File: src/rtl/hififo_pkg.sv
// hififo_pkg: state encoding and half-select helper shared by FIFO width converters
package hififo_pkg;
  typedef enum logic [1:0] {
    EMPTY  = 2'd0,
    FIRST  = 2'd1,
    SECOND = 2'd2
  } state_t;
  function automatic logic [31:0] half_sel(input logic [63:0] w, input logic hi);
    return hi ? w[63:32] : w[31:0];
  endfunction
endpackage

File: src/rtl/hififo_fpc_unpack.sv
// hififo_fpc_unpack: pops 64-bit FIFO words and streams them as framed 32-bit words
module hififo_fpc_unpack
  import hififo_pkg::*;
#(
  parameter int LEN_BITS  = 16,
  parameter bit LOW_FIRST = 1'b1
) (
  input  logic                clock,
  input  logic                reset_n,
  input  logic                enable,
  input  logic [LEN_BITS-1:0] frame_len,
  input  logic [63:0]         fifo_data,
  input  logic                fifo_ready,
  output logic                fifo_rw,
  output logic [31:0]         m_tdata,
  output logic                m_tvalid,
  output logic                m_tlast,
  input  logic                m_tready,
  output logic [LEN_BITS-1:0] word_count,
  output logic [15:0]         frame_count
);
  state_t state, state_nx;
  logic [63:0] hold;
  logic [LEN_BITS-1:0] len_q, len_eff;
  logic last_now, xfer;
  // frame length is taken live on the first word so a fresh frame_len applies immediately
  always_comb begin
    len_eff  = (word_count == '0) ? frame_len : len_q;
    last_now = (len_eff != '0) && (word_count == len_eff - 1'b1);
    m_tvalid = state != EMPTY;
    m_tlast  = last_now && m_tvalid;
    m_tdata  = m_tvalid ? half_sel(hold, (state == SECOND) == LOW_FIRST) : '0;
    xfer     = m_tvalid && m_tready;
    fifo_rw  = reset_n && fifo_ready && enable &&
               (state == EMPTY || (state == SECOND && m_tready) ||
                (state == FIRST && m_tready && last_now));
  end
  // next state: a pop always reloads FIRST; a last word in FIRST skips the high half
  always_comb begin
    state_nx = state;
    if (fifo_rw) state_nx = FIRST;
    else if (xfer) state_nx = (state == FIRST && !last_now) ? SECOND : EMPTY;
  end
  // state and holding register, which doubles as the output skid stage
  always_ff @(posedge clock or negedge reset_n) begin
    if (!reset_n) begin
      state <= EMPTY;
      hold  <= '0;
    end else begin
      state <= state_nx;
      if (fifo_rw) hold <= fifo_data;
    end
  end
  // frame bookkeeping on every accepted output word
  always_ff @(posedge clock or negedge reset_n) begin
    if (!reset_n) begin
      word_count  <= '0;
      frame_count <= '0;
      len_q       <= '0;
    end else if (xfer) begin
      if (word_count == '0) len_q <= frame_len;
      word_count <= last_now ? '0 : word_count + 1'b1;
      if (last_now) frame_count <= frame_count + 16'd1;
    end
  end
endmodule

File: config.mk
export PLATFORM = sky130hd
export DESIGN_NAME = hififo_fpc_unpack
export DESIGN_NICKNAME = d
export VERILOG_FILES = /design/src/rtl/hififo_pkg.sv /design/src/rtl/hififo_fpc_unpack.sv
export SDC_FILE = /design/constraint.sdc
export NUM_CORES = 1
export LEC_CHECK = 0
export CAP_MARGIN = 0
export CORE_UTILIZATION = 48
export CTS_CLUSTER_SIZE = 25
export DETAILED_ROUTE_END_ITERATION = 8
export HOLD_SLACK_MARGIN = 0.1
export PLACE_DENSITY = 0.77
export SLEW_MARGIN = 20
export SYNTH_ARGS = -nofsm -noshare
export SYNTH_HDL_FRONTEND = slang
export SYNTH_SLANG_ARGS = --single-unit
File: constraint.sdc
create_clock -name clock -period 6.8 [get_ports clock]
set_input_delay 2.04 -clock clock [delete_from_list [all_inputs] [get_ports clock]]
set_output_delay 2.04 -clock clock [all_outputs]
set_load 0.02 [all_outputs]
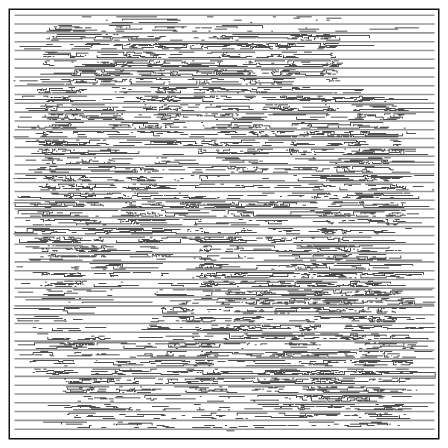
layer_met1.png
Supply wires on this layer in gray.
- main direction: horizontal
- longest straight run: 31.3 um
- nets with wire on the layer: 999
- wire length on this layer: 11600 um
drt total wl: 26600 um
met1 Usage GRT: 42.2%
vias post-DR: 8489

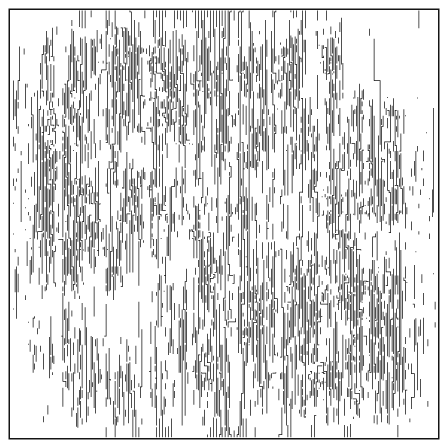
layer_met2.png
- wire length on this layer: 12300 um
- main direction: vertical
- share of all routed wire: 46%
global routing usage on met2: 47.1%

==> Changelog: implementation <==
## Flow update

* Setup Viol. Count Final at 1
* Min Clock Period, post-route at between 6 and 7 ns
* DRC Markers at 0
* CP max FO at 4
* # diodes at 0
* Final setup margin at -0.0322 ns
* Die y size at about 130 um
* Unique masters post-synth at ~65
* Mi-comb count at 660
* CP max stage cell: mux4_2
* Vias/cell at roughly 6.7
* CTS Root Cell: clkbuf_16
* Clock edge transition at the registers on the reported setup and hold paths at 0.06 ns
* DR WL met2 at 12300 um
* Setup crit end kind: output port
* Max Clock Skew at ~0.010 ns
* Antenna viol nets, final at 0
* RSZ-0062 raised after global routing: true
* WL met1 at around 12000 um
* Flop pwr share at between 30% and 40%
* Share of cells above drive strength 1 at approximately 16%
* Most common logic cell in the routed design: clkdlybuf4s50_1
* H-tree Lvls at 4
* Most frequent cell after synthesis: dfrtp_1
* Failing checks: negative setup slack
* Basic Gates by Area at about 25%
* Synth flops at ~110
* Inverter count at 14
* Ys Warns at 0
* Dpl hpwl at roughly 16000 um
* # fillers at around 1400
* Biggest Area Class: combinational gates
* Hold WS at between 0.4 and 0.5 ns
* Slew Limit Fails at 0
* Synth Cell Area at approximately 8100 um^2
* Top Layout Cells: clkdlybuf4s50_1 (140), dfrtp_1 (114), nor3_1 (84), nand3_1 (82), and3_1 (69)
* Status: finished, violations left
* Ao+oa area frac at between 20% and 30%
* Placed cells at between 1000 and 1500
Power figures rest on the tool's default switching activity, not on a simulated workload.
